==> images/logic_types.png <==
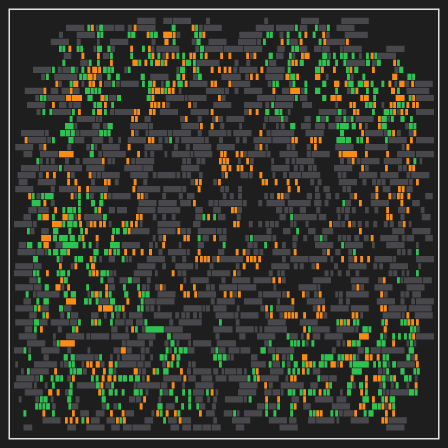
==> images/placement_by_type.png <==
Bar = 50 um.
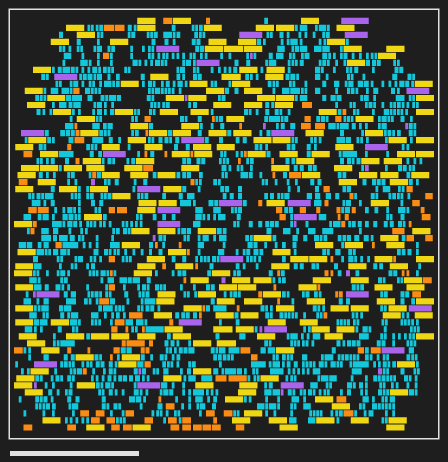
==> images/wires.png <==
Bar = 50 um. Two of the layers only.
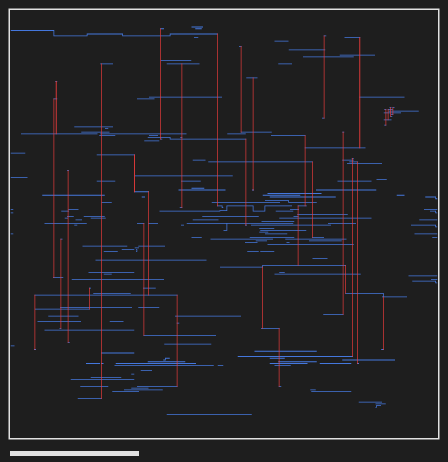
==> images/congestion.png <==
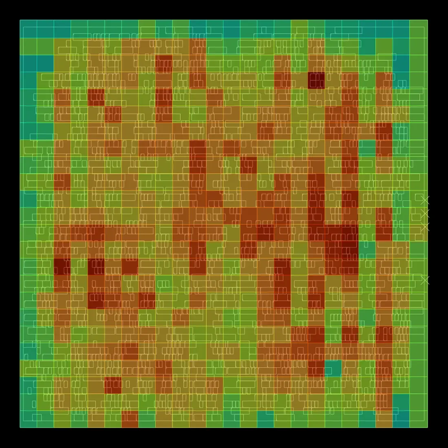
==> images/flops_by_reg.png <==
Bar = 50 um.
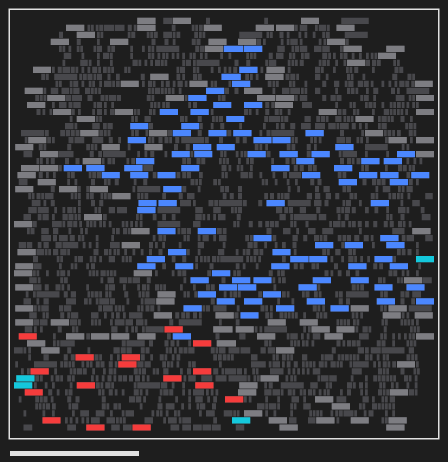
## config.mk

```make
export PLATFORM = sky130hd
export DESIGN_NAME = ringosc_freq_meter_flat
export DESIGN_NICKNAME = d
export VERILOG_FILES = /design/src/rtl/ringosc_freq_meter_if.sv /design/src/rtl/ringosc_freq_meter.sv /design/src/flat_wrapper.sv
export SDC_FILE = /design/constraint.sdc
export NUM_CORES = 1
export LEC_CHECK = 0
export ABC_AREA = 1
export CORE_UTILIZATION = 45
export CTS_BUF_LIST = sky130_fd_sc_hd__clkbuf_16
export DETAILED_ROUTE_END_ITERATION = 8
export GPL_TIMING_DRIVEN = 0
export SLEW_MARGIN = 40
export SYNTH_ARGS = -nofsm -noshare
export SYNTH_HDL_FRONTEND = slang
export SYNTH_SLANG_ARGS = --single-unit
```

## constraint.sdc

```tcl
create_clock -name clk -period 2.1 [get_ports clk]
set_input_delay 0.21 -clock clk [delete_from_list [all_inputs] [get_ports clk]]
set_output_delay 0.21 -clock clk [all_outputs]
set_load 0.005 [all_outputs]
```

## src/rtl/ringosc_freq_meter_if.sv

```systemverilog
// Control/readout bundle of ringosc_freq_meter. The master side starts windows and picks
// the result byte. The slave side (the meter) reports status, overflow and the selected byte.
interface ringosc_freq_meter_if #(
  parameter int N_CH   = 4,
  parameter int CNT_W  = 24,
  parameter int GATE_W = 16
);
  localparam int N_BYTES    = (CNT_W + 7) / 8;
  localparam int CH_SEL_W   = (N_CH > 1) ? $clog2(N_CH) : 1;
  localparam int BYTE_SEL_W = (N_BYTES > 1) ? $clog2(N_BYTES) : 1;

  logic                  start_i;
  logic                  continuous_i;
  logic [GATE_W-1:0]     gate_len_i;
  logic [CH_SEL_W-1:0]   ch_sel_i;
  logic [BYTE_SEL_W-1:0] byte_sel_i;
  logic                  busy_o;
  logic                  done_o;
  logic [N_CH-1:0]       ovf_o;
  logic [7:0]            data_o;

  modport master (
    output start_i, continuous_i, gate_len_i, ch_sel_i, byte_sel_i,
    input  busy_o, done_o, ovf_o, data_o
  );

  modport slave (
    input  start_i, continuous_i, gate_len_i, ch_sel_i, byte_sel_i,
    output busy_o, done_o, ovf_o, data_o
  );
endinterface

```

## src/rtl/ringosc_freq_meter.sv

```systemverilog
// Multi-channel gated ring-oscillator frequency meter: counts synchronised rising edges per channel
// over a programmable window. Optional macro RINGOSC_OVF_STOP_EN stops continuous mode on overflow.
module ringosc_freq_meter #(
  parameter int N_CH        = 4,
  parameter int CNT_W       = 24,
  parameter int GATE_W      = 16,
  parameter int SYNC_STAGES = 2
) (
  input  logic                clk,
  input  logic                rst_n,
  input  logic [N_CH-1:0]     osc_i,
  ringosc_freq_meter_if.slave bus
);
  localparam int N_BYTES = (CNT_W + 7) / 8;
  localparam logic [CNT_W-1:0] CNT_MAX = '1;

  typedef enum logic [1:0] {IDLE, ARM, GATE, LATCH} state_e;

  state_e                           state_q, state_d;
  logic [SYNC_STAGES-1:0][N_CH-1:0] sync_q, sync_d;
  logic [N_CH-1:0]                  hist_q, hist_d;
  logic [N_CH-1:0][CNT_W-1:0]       cnt_q, cnt_d;
  logic [N_CH-1:0][CNT_W-1:0]       result_q, result_d;
  logic [N_CH-1:0]                  ovf_acc_q, ovf_acc_d;
  logic [N_CH-1:0]                  ovf_q, ovf_d;
  logic [GATE_W-1:0]                win_q, win_d;
  logic                             done_q, done_d;
  logic [N_CH-1:0]                  rise;
  logic [N_BYTES*8-1:0]             padded;

  // State register.
  // NOTE: sequential state uses non-blocking assignments so every flop samples pre-edge values.
  always_ff @(posedge clk) begin
    if (!rst_n) state_q <= IDLE;
    else        state_q <= state_d;
  end

  // Next-state logic; continuous_i only matters in LATCH, so mid-window changes are ignored.
  always_comb begin
    state_d = state_q;
    unique case (state_q)
      IDLE:  if (bus.start_i) state_d = ARM;
      ARM:   state_d = GATE;
      GATE:  if (win_q == GATE_W'(1)) state_d = LATCH;
      LATCH: begin
`ifdef RINGOSC_OVF_STOP_EN
        state_d = (bus.continuous_i && !(|ovf_acc_q)) ? ARM : IDLE;
`else
        state_d = bus.continuous_i ? ARM : IDLE;
`endif
      end
      default: state_d = IDLE;
    endcase
  end

  assign rise = sync_q[SYNC_STAGES-1] & ~hist_q;

  // NOTE: every always_comb output gets a default first so no path can infer a latch.
  always_comb begin
    sync_d    = {sync_q[SYNC_STAGES-2:0], osc_i};
    hist_d    = sync_q[SYNC_STAGES-1];
    cnt_d     = cnt_q;
    ovf_acc_d = ovf_acc_q;
    result_d  = result_q;
    ovf_d     = ovf_q;
    win_d     = win_q;
    done_d    = 1'b0;
    unique case (state_q)
      ARM: begin
        cnt_d     = '0;
        ovf_acc_d = '0;
        win_d     = (bus.gate_len_i == '0) ? GATE_W'(1) : bus.gate_len_i;
      end
      GATE: begin
        win_d = win_q - GATE_W'(1);
        for (int ch = 0; ch < N_CH; ch++) begin
          if (rise[ch]) begin
            if (cnt_q[ch] == CNT_MAX) ovf_acc_d[ch] = 1'b1;
            else                      cnt_d[ch]     = cnt_q[ch] + CNT_W'(1);
          end
        end
      end
      LATCH: begin
        result_d = cnt_q;
        ovf_d    = ovf_acc_q;
        done_d   = 1'b1;
      end
      default: ;
    endcase
  end

  // NOTE: the result registers are reset too, because data_o must read zero straight after reset.
  always_ff @(posedge clk) begin
    if (!rst_n) begin
      sync_q    <= '0;
      hist_q    <= '0;
      cnt_q     <= '0;
      ovf_acc_q <= '0;
      result_q  <= '0;
      ovf_q     <= '0;
      win_q     <= '0;
      done_q    <= 1'b0;
    end else begin
      sync_q    <= sync_d;
      hist_q    <= hist_d;
      cnt_q     <= cnt_d;
      ovf_acc_q <= ovf_acc_d;
      result_q  <= result_d;
      ovf_q     <= ovf_d;
      win_q     <= win_d;
      done_q    <= done_d;
    end
  end

  // Outputs; done_o rises on the same edge that loads the result registers.
  always_comb begin
    bus.busy_o  = (state_q == ARM) || (state_q == GATE);
    bus.done_o  = done_q;
    bus.ovf_o   = ovf_q;
    bus.data_o  = 8'h00;
    padded      = '0;
    if ((int'(bus.ch_sel_i) < N_CH) && (int'(bus.byte_sel_i) < N_BYTES)) begin
      padded[CNT_W-1:0] = result_q[bus.ch_sel_i];
      bus.data_o        = padded[8*bus.byte_sel_i +: 8];
    end
  end
endmodule
```

## src/flat_wrapper.sv

```systemverilog
// flat-port wrapper written by rule: the top's interface ports become plain ports
module ringosc_freq_meter_flat 
#(
  parameter int N_CH        = 4,
  parameter int CNT_W       = 24,
  parameter int GATE_W      = 16,
  parameter int SYNC_STAGES = 2
)
  (clk, rst_n, osc_i, bus_start_i, bus_continuous_i, bus_gate_len_i, bus_ch_sel_i, bus_byte_sel_i, bus_busy_o, bus_done_o, bus_ovf_o, bus_data_o);
  ringosc_freq_meter_if #(.N_CH(N_CH), .CNT_W(CNT_W), .GATE_W(GATE_W)) bus_i ();
  input  logic clk;
  input  logic rst_n;
  input  logic [N_CH-1:0] osc_i;
  input wire logic [$bits(bus_i.start_i)-1:0] bus_start_i;
  input wire logic [$bits(bus_i.continuous_i)-1:0] bus_continuous_i;
  input wire logic [$bits(bus_i.gate_len_i)-1:0] bus_gate_len_i;
  input wire logic [$bits(bus_i.ch_sel_i)-1:0] bus_ch_sel_i;
  input wire logic [$bits(bus_i.byte_sel_i)-1:0] bus_byte_sel_i;
  output wire logic [$bits(bus_i.busy_o)-1:0] bus_busy_o;
  output wire logic [$bits(bus_i.done_o)-1:0] bus_done_o;
  output wire logic [$bits(bus_i.ovf_o)-1:0] bus_ovf_o;
  output wire logic [$bits(bus_i.data_o)-1:0] bus_data_o;
  assign bus_i.start_i = bus_start_i;
  assign bus_i.continuous_i = bus_continuous_i;
  assign bus_i.gate_len_i = bus_gate_len_i;
  assign bus_i.ch_sel_i = bus_ch_sel_i;
  assign bus_i.byte_sel_i = bus_byte_sel_i;
  assign bus_busy_o = bus_i.busy_o;
  assign bus_done_o = bus_i.done_o;
  assign bus_ovf_o = bus_i.ovf_o;
  assign bus_data_o = bus_i.data_o;
  ringosc_freq_meter #(.N_CH(N_CH), .CNT_W(CNT_W), .GATE_W(GATE_W), .SYNC_STAGES(SYNC_STAGES)) u_core (.clk(clk), .rst_n(rst_n), .osc_i(osc_i), .bus(bus_i));
endmodule
```

==> flow_metrics.py <==
# Generated from Yosys and OpenROAD reports
metrics = {
    "run_status": {
        "status": "finished, violations left",
        "violations": "DRC",
    },
    "floorplan": {
        "io_pins": 42,
        "die_h_um": 166,
        "dieArea_um2": 27600,
        "die_x_um": 166,
        "well_tap_count": 335,
        "floorplan.core_util_pct": 46.2,
        "row_count": 59,
        "coreArea_um2": 26200,
    },
    "power": {
        "ir_worst_vdd_v": 0.000874,
        "power_density_nw_per_um2": 1150,
        "leakage_nw": 5.45,
    },
    "final_layout": {
        "comb_cells": 1373,
        "flop-count": 231,
        "drive_gt1_share_pct": 12.0,
        "final_nets": 1944,
        "logic_area_um2": 6640,
        "biggestCellCategory": "logic gates",
        "clock_area_share_pct": 5.51,
        "antennaDiodeCount": 0,
        "buffer_area_share_pct": 7.36,
        "n_all_inverters": 132,
        "clock_buffer_count": 27,
        "buffers": 142,
        "area_delta_synth_final_pct": 15.6,
        "fillCellCount": 2675,
    },
    "critical_path": {
        "r2r_cells": 10,
        "cp_slowest_cell": "dfxtp_1",
        "cpLargestDelayFamily": "AND-OR/OR-AND gates",
        "crit_path_frequent_cell": "a21oi_2",
        "cp_cell_sequence": "or2_2 > o21ai_2 > o22ai_2 > a21oi_2 > a21oi_2 > clkdlybuf4s15_1",
        "max_stage_delay_ns": 0.31,
        "crit_end": "bus_data_o[2]",
        "critical_path_depth": 6,
        "cp.arrival_ns": 1.83,
        "rr_endpoint": "u_core.cnt_q[16]$_SDFFE_PN0P_",
        "end_kind": "primary output",
        "startpoint": "u_core.result_q[58]$_SDFFE_PN0P_",
        "critPathKind": "flop to primary output",
        "crit_fanout": 2,
        "r2r_setup_slack_ns": 0.09,
        "start_kind": "flop",
        "cp_num_buf_inv": 1,
        "required_ns": 1.89,
        "rr_startpoint": "u_core.state_q[0]$_SDFFE_PN0P_",
    },
    "placement": {
        "gp_congestion": 1.03,
        "dpl.hpwl_um": 30800,
        "dp_cells": 2205,
        "pre_cts_ws_ns": -0.918,
        "placed_cell_area_um2": 12900,
        "io_buffers": 39,
    },
    "yosys": {
        "ys_sh_xor_pct": 2.53,
        "ys.flop_type": "dfxtp_1",
        "synth.distinct_cells": 41,
        "top_cells_by_count": "417 x nor2_1, 337 x nand2_1, 231 x dfxtp_1, 167 x o21ai_0, 123 x inv_1",
        "ys_ff": 231,
        "top_cell": "nor2_1",
        "area_leaders": "dfxtp_1 38%, nor2_1 13%, nand2_1 10%",
        "ys_cells": 1831,
        "synthArstFlopShare_pct": 0,
        "ys_sh_mux_pct": 0,
        "synth_cells": 1831,
        "top_area_share_pct": 38.2,
        "synth_seq_share_pct": 38.2,
        "synthAoiAreaFrac_pct": 15.5,
        "yosysWarningCount": 0,
        "top_logic_kind": "simple AND/OR/NAND/NOR gates",
        "edf_count": 0,
        "synth_area_um2": 12100,
        "ys_area_um2": 12100,
        "largest_area_cell": "dfxtp_1",
        "adder_share_pct": 0.930,
        "avgSynthCellArea_um2": 6.61,
        "syn_nets": 1868,
    },
    "routing": {
        "drc": 4,
        "drtPass1Iterations": 7,
        "antenna_left": 0,
        "drt_iter0_markers": 1089,
        "vias_per_cell": 5.44,
    },
    "global_route": {
        "grt_start_max_net_pins": 13,
        "grt_pass1_wl_um": 64600,
        "grt_pass1_vias": 11400,
        "overflow": 0,
        "grt_antenna_before_repair": 0,
    },
    "sta": {
        "setup_ws_ns": 0.0564,
        "max_clock_freq_ghz": 0.489,
        "max-slew-margin-rel_pct": 46.5,
        "tns_ns": 0,
        "hold_slack_ns": 0.195,
        "final-max-slew-violation-count": 0,
        "skew_ns": 0.0142,
        "setup_viol": 0,
        "fin_crit_sh_pct": 97.3,
        "rsz0062_at_grt": "false",
        "hold_viol": 0,
        "worstMarginPinSlew_ns": 0.803,
        "finalCriticalPeriod_ns": 2.04,
    },
    "cts": {
        "cts.sinks": 231,
        "cts-root-buf": "clkbuf_16",
        "clk_pin_slew_ns": 0.06,
        "ctsHoldBuffers": 0,
        "numCtsBuffers": 27,
        "cts_tree": "built",
        "clock.latency.late_pin_ns": 0.54,
        "clock_path_buffers": 3,
        "htreeDepth": 1,
    },
    "worst_hold_path": {
        "min_to": "u_core.sync_d[7]$_SDFF_PN0_",
        "hold_path.class": "primary input to flop",
        "min_path_cells": 3,
        "min_from": "osc_i[3]",
    },
    "job": {
        "warning_count": 29,
        "cap_violations": 0,
    },
}
## Picture notes: logic_types.png
Key: green = nand cells [cells 508, where spread over the die]; orange = nor cells [cells 468, where spread over the die]
multi-input combinational area share: 47.4%
Finished Layout Cells: 2,257
Commonest Layout Cell: nor2_1

## Picture notes: placement_by_type.png
Key: purple = clock drivers and dummy loads [cells 44, share of their area 5.7%]; orange = remaining buffers and delay cells [cells 142, share of their area 7.6%]; cyan = combinational and other logic [cells 1,505, share of their area 53%]; yellow = sequential cells [cells 231, share of their area 34%]
fin area: 14,000 um2
flop share of the area: 33.1%

## Picture notes: wires.png
Key: red = metal 4 [wire length 1,230 um]; blue = metal 3 [wire length 2,320 um]
Total Routing Usage GR: 29.9%
DR vias: 12,300
Detailed Route WL: 41,100 um
WL per Instance: 18.2 um

## Picture notes: congestion.png
routing usage on met3: 3.24%
M2 GR Usage: 47.0%
Top Usage Layer GRT: met2
met1 layer usage reported by global route: 43.0%
Final Util: 53.4%

## Picture notes: flops_by_reg.png
Key: red = u_core.win_q [flops 16]; blue = u_core.result_q [flops 96]; cyan = u_core.sync_d [flops 4]
Seq. pwr: 0.00527 W
Register Area: 4630 um2

## tightest hold or removal path, delay by kind of cell
kind                   cells  cell delay (ns)
buffers and inverters      2             0.42
AND/OR/NAND/NOR            1             0.06
## state kept, by name, indices dropped and copies added (netlist names)
name,count
u_core.cnt_q,96
u_core.result_q,96
u_core.win_q,16
u_core.bus.ovf_o,4
u_core.hist_d,4
u_core.hist_q,4
u_core.ovf_acc_q,4
u_core.sync_d,4
u_core.state_q,2
u_core.bus.done_o,1
## per-layer routing
layer	global-route usage, %	part of all wire (%)
met5	0	0
met4	8.70	3.0
met3	3.24	5.7
met2	47.0	43
met1	43.0	48
## cell usage in the layout (no fill, tap or decap), types with 12 or more instances in the layout
cell / instances
a21oi_1: 115
a21oi_2: 29
buf_4: 12
buf_6: 14
clkbuf_1: 36
clkbuf_16: 27
clkbuf_2: 20
clkdlybuf4s50_1: 27
dfxtp_1: 227
inv_1: 130
nand2_1: 337
nand2_2: 21
nand3_1: 105
nand4_1: 31
nor2_1: 415
nor2_2: 23
nor3_1: 16
o21ai_0: 153
o22ai_1: 12
xor2_1: 32
## cell families after synthesis
kind of cell,count (synthesis)
flops,231
simple gates,983
fa+ha+maj,9
xor+xnor,35
buf+inv,227
compound gates,346
## power by group
| group | internal [W] | total [W] | switching [W] |
|---|---|---|---|
| Combinational | 0.00216 | 0.00661 | 0.00445 |
| Sequential | 0.00488 | 0.00527 | 0.000395 |
| Clock | 0.00241 | 0.00425 | 0.00183 |
## what timing repair did
action                     4_1_cts  5_1_grt
setup buffers                    0        9
cloned                           0        0
gates resized                   86       34
hold endpoints to repair         0        0
pin swaps                        8       13
setup endpoints to repair      167       67
No activity file was given, so power comes from the tool's default toggle rates.
